File: src/rtl/aclock_pkg.sv
// Shared types and BCD helpers for the multi-alarm clock.
// Snooze support is compiled in only when ACLOCK_SNOOZE_EN is defined (see aclock_multi).
package aclock_pkg;

    localparam int unsigned MAX_H1      = 2;
    localparam int unsigned MAX_H0_TOP  = 3;
    localparam int unsigned MAX_M1      = 5;
    localparam int unsigned MAX_S1      = 5;
    localparam int unsigned MAX_DIGIT   = 9;
    localparam int unsigned MIN_PER_DAY = 1440;
    localparam int unsigned HHMM_W      = 14;
    localparam int unsigned TIME_W      = 22;

    typedef struct packed {
        logic [1:0] h1;
        logic [3:0] h0;
        logic [3:0] m1;
        logic [3:0] m0;
        logic [3:0] s1;
        logic [3:0] s0;
    } bcd_time_t;

    typedef struct packed {
        logic [1:0] h1;
        logic [3:0] h0;
        logic [3:0] m1;
        logic [3:0] m0;
    } hhmm_t;

    // True when the value is a legal 00:00..23:59 BCD time.
    function automatic logic hhmm_valid(hhmm_t v);
        return !((v.h0 > 4'(MAX_DIGIT)) || (v.m1 > 4'(MAX_M1)) || (v.m0 > 4'(MAX_DIGIT)) ||
                 (v.h1 > 2'(MAX_H1)) ||
                 ((v.h1 == 2'(MAX_H1)) && (v.h0 > 4'(MAX_H0_TOP))));
    endfunction

    function automatic hhmm_t hhmm_of(bcd_time_t t);
        hhmm_t r;
        r.h1 = t.h1;
        r.h0 = t.h0;
        r.m1 = t.m1;
        r.m0 = t.m0;
        return r;
    endfunction

    // One-second BCD increment with minute/hour/day carries.
    function automatic bcd_time_t time_inc(bcd_time_t t);
        bcd_time_t r;
        r = t;
        if (t.s0 != 4'(MAX_DIGIT)) begin
            r.s0 = t.s0 + 4'd1;
        end else begin
            r.s0 = 4'd0;
            if (t.s1 != 4'(MAX_S1)) begin
                r.s1 = t.s1 + 4'd1;
            end else begin
                r.s1 = 4'd0;
                if (t.m0 != 4'(MAX_DIGIT)) begin
                    r.m0 = t.m0 + 4'd1;
                end else begin
                    r.m0 = 4'd0;
                    if (t.m1 != 4'(MAX_M1)) begin
                        r.m1 = t.m1 + 4'd1;
                    end else begin
                        r.m1 = 4'd0;
                        if ((t.h1 == 2'(MAX_H1)) && (t.h0 == 4'(MAX_H0_TOP))) begin
                            r.h1 = 2'd0;
                            r.h0 = 4'd0;
                        end else if (t.h0 == 4'(MAX_DIGIT)) begin
                            r.h0 = 4'd0;
                            r.h1 = t.h1 + 2'd1;
                        end else begin
                            r.h0 = t.h0 + 4'd1;
                        end
                    end
                end
            end
        end
        return r;
    endfunction

    // HH:MM plus a minute offset (< 60), wrapping at midnight.
    function automatic hhmm_t hhmm_add_min(hhmm_t v, int unsigned add);
        logic [10:0] tot;
        logic [4:0]  h;
        logic [5:0]  m;
        hhmm_t       r;
        tot = 11'(v.h1) * 11'd600 + 11'(v.h0) * 11'd60 + 11'(v.m1) * 11'd10 + 11'(v.m0) + 11'(add);
        if (tot >= 11'(MIN_PER_DAY)) tot = tot - 11'(MIN_PER_DAY);
        h    = 5'(tot / 11'd60);
        m    = 6'(tot % 11'd60);
        r.h1 = 2'(h / 5'd10);
        r.h0 = 4'(h % 5'd10);
        r.m1 = 4'(m / 6'd10);
        r.m0 = 4'(m % 6'd10);
        return r;
    endfunction

endpackage

File: src/rtl/aclock_alarm_ch.sv
// One alarm channel: HH:MM register, match rising-edge detect and ringing latch.
module aclock_alarm_ch
    import aclock_pkg::*;
(
    input  logic              clk,
    input  logic              reset_n,
    input  logic              ld_i,
    input  logic [HHMM_W-1:0] ld_val_i,
    input  logic [HHMM_W-1:0] cur_i,
    input  logic              al_on_i,
    input  logic              stop_i,
    input  logic              hush_i,
    input  logic              rering_i,
    output logic              ring_o,
    output logic              ring_nxt_c
);

    hhmm_t alarm_q, alarm_d;
    logic  match_q, match_c;
    logic  ring_q, ring_d;

    // Stop/disable beat snooze-hush, which beats a fresh match or re-ring.
    always_comb begin
        alarm_d = alarm_q;
        ring_d  = ring_q;
        if (ld_i) alarm_d = hhmm_t'(ld_val_i);
        match_c = al_on_i && (hhmm_t'(cur_i) == alarm_q);
        if (stop_i || !al_on_i) begin
            ring_d = 1'b0;
        end else if (hush_i) begin
            ring_d = 1'b0;
        end else if ((match_c && !match_q) || rering_i) begin
            ring_d = 1'b1;
        end
    end

    always_ff @(posedge clk or negedge reset_n) begin
        if (!reset_n) begin
            alarm_q <= '0;
            match_q <= 1'b0;
            ring_q  <= 1'b0;
        end else begin
            alarm_q <= alarm_d;
            match_q <= match_c;
            ring_q  <= ring_d;
        end
    end

    assign ring_o     = ring_q;
    assign ring_nxt_c = ring_d;

endmodule

File: src/rtl/aclock_multi.sv
// BCD time-of-day clock with NUM_ALARMS independent alarm channels.
// Defining ACLOCK_SNOOZE_EN adds the SNOOZE port and shared snooze-target logic.
module aclock_multi
    import aclock_pkg::*;
#(
    parameter  int unsigned NUM_ALARMS    = 4,
    parameter  int unsigned TICKS_PER_SEC = 10,
    parameter  int unsigned SNOOZE_MIN    = 5,
    localparam int unsigned SEL_W         = (NUM_ALARMS > 1) ? $clog2(NUM_ALARMS) : 1
) (
    input  logic                  clk,
    input  logic                  reset_n,
    input  logic [1:0]            H_in1,
    input  logic [3:0]            H_in0,
    input  logic [3:0]            M_in1,
    input  logic [3:0]            M_in0,
    input  logic                  LD_time,
    input  logic                  LD_alarm,
    input  logic [SEL_W-1:0]      al_sel,
    input  logic [NUM_ALARMS-1:0] AL_ON,
    input  logic                  STOP_al,
`ifdef ACLOCK_SNOOZE_EN
    input  logic                  SNOOZE,
`endif
    output logic                  Alarm,
    output logic [NUM_ALARMS-1:0] Alarm_vec,
    output logic [1:0]            H_out1,
    output logic [3:0]            H_out0,
    output logic [3:0]            M_out1,
    output logic [3:0]            M_out0,
    output logic [3:0]            S_out1,
    output logic [3:0]            S_out0
);

    localparam int unsigned PRE_W = $clog2(TICKS_PER_SEC);

    if ((NUM_ALARMS < 1) || (NUM_ALARMS > 8) || (TICKS_PER_SEC < 2) ||
        (SNOOZE_MIN < 1) || (SNOOZE_MIN > 59)) begin : g_param_err
        $error("aclock_multi: parameter out of range");
    end

    bcd_time_t             time_q, time_d;
    logic [PRE_W-1:0]      presc_q, presc_d;
    logic                  alarm_q;
    logic                  tick_c, ld_ok_c, ld_time_c, ld_alarm_c;
    hhmm_t                 ld_val_c, cur_hhmm_c;
    logic                  hush_c;
    logic [NUM_ALARMS-1:0] rering_c, ring_vec, ring_nxt;

    // Prescaler and timekeeping; a valid time load overrides a coincident tick.
    always_comb begin
        ld_val_c   = {H_in1, H_in0, M_in1, M_in0};
        ld_ok_c    = hhmm_valid(ld_val_c);
        ld_time_c  = LD_time && ld_ok_c;
        ld_alarm_c = LD_alarm && ld_ok_c && (32'(al_sel) < NUM_ALARMS);
        cur_hhmm_c = hhmm_of(time_q);
        tick_c     = (presc_q == PRE_W'(TICKS_PER_SEC - 1));
        time_d     = time_q;
        presc_d    = presc_q + PRE_W'(1);
        if (tick_c) begin
            presc_d = '0;
            time_d  = time_inc(time_q);
        end
        if (ld_time_c) begin
            presc_d = '0;
            time_d  = {ld_val_c, 4'd0, 4'd0};
        end
    end

    always_ff @(posedge clk or negedge reset_n) begin
        if (!reset_n) begin
            time_q  <= '0;
            presc_q <= '0;
            alarm_q <= 1'b0;
        end else begin
            time_q  <= time_d;
            presc_q <= presc_d;
            alarm_q <= |ring_nxt;
        end
    end

`ifdef ACLOCK_SNOOZE_EN
    logic [NUM_ALARMS-1:0] pend_q, pend_d;
    hhmm_t                 target_q, target_d;
    logic                  snooze_act_c, at_target_c;

    // Snooze parks the ringing channels until the shared target minute arrives.
    always_comb begin
        snooze_act_c = SNOOZE && alarm_q;
        at_target_c  = (|pend_q) && (cur_hhmm_c == target_q);
        pend_d       = pend_q;
        target_d     = target_q;
        if (STOP_al) begin
            pend_d = '0;
        end else if (snooze_act_c) begin
            pend_d   = pend_q | ring_vec;
            target_d = hhmm_add_min(cur_hhmm_c, SNOOZE_MIN);
        end else if (at_target_c) begin
            pend_d = '0;
        end
        hush_c   = snooze_act_c;
        rering_c = at_target_c ? pend_q : '0;
    end

    always_ff @(posedge clk or negedge reset_n) begin
        if (!reset_n) begin
            pend_q   <= '0;
            target_q <= '0;
        end else begin
            pend_q   <= pend_d;
            target_q <= target_d;
        end
    end
`else
    assign hush_c   = 1'b0;
    assign rering_c = '0;
`endif

    for (genvar i = 0; i < NUM_ALARMS; i++) begin : g_ch
        aclock_alarm_ch u_ch (
            .clk        (clk),
            .reset_n    (reset_n),
            .ld_i       (ld_alarm_c && (al_sel == SEL_W'(i))),
            .ld_val_i   (ld_val_c),
            .cur_i      (cur_hhmm_c),
            .al_on_i    (AL_ON[i]),
            .stop_i     (STOP_al),
            .hush_i     (hush_c),
            .rering_i   (rering_c[i]),
            .ring_o     (ring_vec[i]),
            .ring_nxt_c (ring_nxt[i])
        );
    end

    assign Alarm     = alarm_q;
    assign Alarm_vec = ring_vec;
    assign H_out1    = time_q.h1;
    assign H_out0    = time_q.h0;
    assign M_out1    = time_q.m1;
    assign M_out0    = time_q.m0;
    assign S_out1    = time_q.s1;
    assign S_out0    = time_q.s0;

endmodule
File: config.mk
export PLATFORM = sky130hd
export DESIGN_NAME = aclock_multi
export DESIGN_NICKNAME = d
export VERILOG_FILES = /design/src/rtl/aclock_pkg.sv /design/src/rtl/aclock_alarm_ch.sv /design/src/rtl/aclock_multi.sv
export SDC_FILE = /design/constraint.sdc
export NUM_CORES = 1
export LEC_CHECK = 0
export ABC_AREA = 0
export CORE_UTILIZATION = 50
export CTS_CLUSTER_DIAMETER = 100
export DETAILED_ROUTE_END_ITERATION = 12
export PLACE_DENSITY = 0.78
export SLEW_MARGIN = 20
export SYNTH_ARGS = -nofsm -noshare
export SYNTH_HDL_FRONTEND = slang
export SYNTH_SLANG_ARGS = --single-unit
File: constraint.sdc
create_clock -name clk -period 4.8 [get_ports clk]
set_clock_uncertainty 0.2 [all_clocks]
set_input_delay 0.96 -clock clk [delete_from_list [all_inputs] [get_ports clk]]
set_output_delay 0.96 -clock clk [all_outputs]
set_load 0.02 [all_outputs]
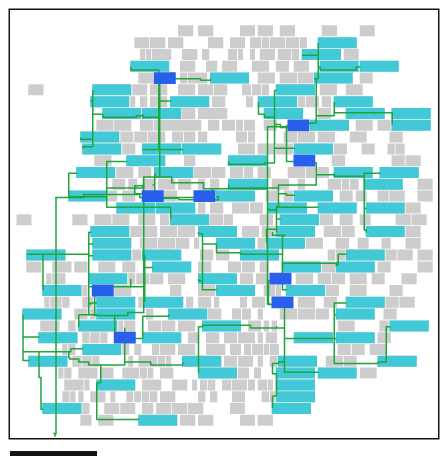
*Clock distribution*
Bar = 20 um.
legend:
  blue:
    item: clock-net drivers
    count: 9
  green:
    item: clock wires
    length: 1030 um
  cyan:
    item: flip-flops
    count: 91
routed clock nets: 10
flops lie: spread over the die
Clk. pwr: 514 uW
clock share of power: 0.213
worst skew pair latency: 360 ps

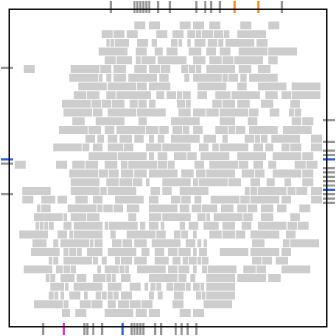
*Pin placement*
Pins as bars across the die edge, other pins in grey.
legend:
  magenta:
    port: reset_n
    pins: 1
    direction: input
    edge: bottom
  orange:
    port: H_in1
    pins: 2
    direction: input
    edge: top
  blue:
    port: M_out1
    pins: 4
    direction: output
    edge: 2 right, 1 bottom, 1 left

==> flow_summary.json <==
{
  "lay_top_cells": "dfrtp_1, mux2_2, clkdlybuf4s50_1, xor2_1",
  "regArea_um2": 2277,
  "antenna_left": 0,
  "p_leak_nw": 2.486,
  "fillers": 724,
  "vias_per_cell": 5.880,
  "worst-endpoint-arrival_ps": 3420,
  "cts_tree": "done",
  "synth_warnings": 0,
  "setup_tns_ps": 0,
  "period_used_share": 0.7030,
  "syn_inst": 404,
  "seq_area_frac_synth": 0.4875,
  "finish.net_count": 472,
  "max_cap_violations": 0,
  "cp-end-kind": "flip-flop",
  "powerDensity_nw_per_um2": 449.6,
  "grt_pass1_vias": 3296,
  "min_path_cells": 1,
  "reg2reg_depth": 7,
  "htree_levels": 3,
  "fmaxAchievable_ghz": 0.2963,
  "min_from": "presc_q[0]",
  "path_clk_slew_ps": 80,
  "die_w_um": 98.65,
  "io_buffer_count": 51,
  "max_stage_delay_ps": 610,
  "reg2reg_from": "S_out0[1]",
  "crit_top_cell": "and3_2",
  "critPathBufInv": 1,
  "core_um2": 8891,
  "die_area_um2": 9732,
  "yosysUniqueCellTypes": 40,
  "grt_pass1_wl_um": 17280,
  "setup_viol": 0,
  "num_rows": 34,
  "area_growth_pct": 14.87,
  "grt_max_degree": 65,
  "hold_path.class": "flip-flop to flip-flop",
  "remaining_drc_errors": 0,
  "cts_buffer_depth": 2,
  "cp_top_family": "simple AND/OR/NAND/NOR gates",
  "hpwl_um": 7634,
  "grt_overflow_total": 0,
  "start_kind": "input pin",
  "postCtsSetupBuffers": 0,
  "critPathMaxFanout": 14,
  "cts-root-buf": "clkbuf_8",
  "slew_viol_final": 0,
  "fin_crit_ps": 3374,
  "path_class": "input pin to flip-flop",
  "synth_chip_area_um2": 4671,
  "worstMarginPinSlew_ps": 881.7,
  "required_ps": 4840,
  "holdPathEnd": "presc_q[0]",
  "vdd_drop_max_mv": 0.2668,
  "syn_nets": 437,
  "synth-simple-area-share": 0.1369,
  "yosysCellCount": 404,
  "yosys.area_share.aoi": 0.05518,
  "wl_um": 10790,
  "core_util_floorplan": 0.5253,
  "cts_num_sinks": 91,
  "post_cts_resized": 0,
  "antenna_found_initial": 0,
  "comb_area_um2": 2215,
  "antenna_cells": 0,
  "syn_area_um2": 4671,
  "top_logic_kind": "multiplexers",
  "slowest_stage": "nand3_1",
  "final-hold-violation-count": 0,
  "r2r-end": "H_out0[3]",
  "ys.flops": 91,
  "ys_sh_mux": 0.1425,
  "ctsHoldBuffers": 0,
  "avgSynthCellArea_um2": 11.56,
  "warnings": 30,
  "status": "completed",
  "gr-usage-all-layers": 0.2366,
  "dp_slack_ps": 1112,
  "xor_share": 0.1181,
  "first_iter_violations": 128,
  "ys_sh_adder": 0.02143,
  "r2r_slack_ps": 2170,
  "maxSlewHeadroom": 0.4104
}
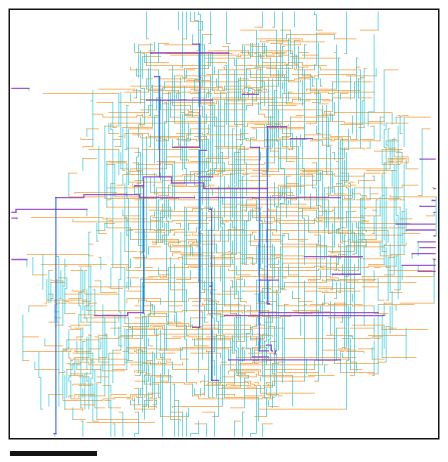
*Signal wires by layer*
Bar = 20 um.
legend:
  purple:
    layer: M3
    wire_length: 378 um
  cyan:
    layer: M2
    wire_length: 5240 um
  blue:
    layer: M4
    wire_length: 299 um
  orange:
    layer: M1
    wire_length: 4870 um
WL/cell: 19.54 um
vias: 3246

flip-flops by register name (all words and copies together), names as in the netlist:
register and count:
H_out0 4, g_ch.u_ch.ring_o 4, M_out0 4, Alarm 1
S_out0 4, g_ch.u_ch.alarm_q 56, M_out1 4, S_out1 4
presc_q 4, H_out1 2, g_ch.u_ch.match_q 4
synthesized netlist by cell type (all sizes together):
cell     instances  share of area
dfrtp           91           0.49
mux2            52           0.13
xor2            47          0.088
buf             23          0.029
nor2            16          0.013
xnor2           16          0.030
a21oi           14          0.015
o21ai           14          0.015
nor4            12          0.016
nand2           11         0.0088
nor3            11          0.012
and4             9          0.017
nor3b            9          0.017
ha               8          0.021
mux2i            8          0.017
nand3            8         0.0086
clkbuf           6         0.0048
inv              6         0.0048
nand3b           5         0.0080
nor2b            5         0.0067
a31oi            4         0.0054
a41oi            4         0.0075
and3b            4         0.0075
and2             3         0.0040
and3             3         0.0046
nand4            2         0.0040
o2bb2ai          2         0.0038
o31ai            2         0.0032
or3              2         0.0027
or4              2         0.0032
a311oi           1         0.0019
nand4b           1         0.0019
nand4bb          1         0.0024
o211ai           1         0.0016
o311ai           1         0.0019
cell families (layout without fill, tap and decap cells):
kind of cell | count (synthesis) | count (layout)
simple gates | 104 | 104
flops | 91 | 91
xor+xnor | 63 | 63
mux | 60 | 60
compound gates | 43 | 43
buf+inv | 35 | 75
fa+ha+maj | 8 | 8
report_power, final:
group	switching, mW	internal [mW]	total [mW]
Sequential	0.224	0.917	1.14
Clock	0.272	0.242	0.514
Combinational	0.376	0.382	0.758
Total	0.872	1.54	2.41
worst max-delay path by stage:
stage | cells after the start | startpoint | to
4_1_cts | 6 | H_in0[3] | g_ch[3].u_ch.alarm_q[8]
6_report | 6 | H_in0[3] | g_ch[3].u_ch.alarm_q[4]
5_1_grt | 6 | H_in0[2] | g_ch[3].u_ch.alarm_q[8]
3_5_place_dp | 6 | H_in0[3] | g_ch[3].u_ch.alarm_q[5]
2_1_floorplan | 6 | H_in0[2] | g_ch[0].u_ch.alarm_q[0]
3_3_place_gp | 6 | H_in0[3] | g_ch[3].u_ch.alarm_q[5]
metrics by stage:
stage	instances	instance area [um2]	hold slack [ps]
global placement	536	5172	279.9
finish	552	5365	304.2
global route	552	5365	335.0
CTS	552	5365	312.3
detailed placement	536	5172	294.3
floorplan	404	4671	259.5
worst reg2reg max path, cell delays in order, from the launching register on:
cell and delay, ps:
dfrtp_1 440, inv_1 80, ha_1 120, and3b_1 380
nand4_2 250, nor2_1 470, a21oi_1 320, o21ai_0 270
final cells by class:
type / instances / share of cell area
flip-flops and latches: 91 / 0.4244
multi-input cells: 278 / 0.4128
repair buffers: 53 / 0.09748
well taps: 108 / 0.02519
clock buffers: 10 / 0.02379
clock inverters: 6 / 0.01213
inverters: 6 / 0.004198
routing by layer:
metal | routed length (um) | up-vias | track usage | part of all wire
li1 | - | 1509 | - | -
met1 | 4870 | 1651 | 0.3135 | 0.45
met2 | 5238 | 66 | 0.3879 | 0.49
met3 | 377 | 20 | 0.03262 | 0.035
met4 | 298 | 0 | 0.1114 | 0.028
met5 | 0 | - | 0 | 0
Power figures rest on the tool's default switching activity, not on a simulated workload.
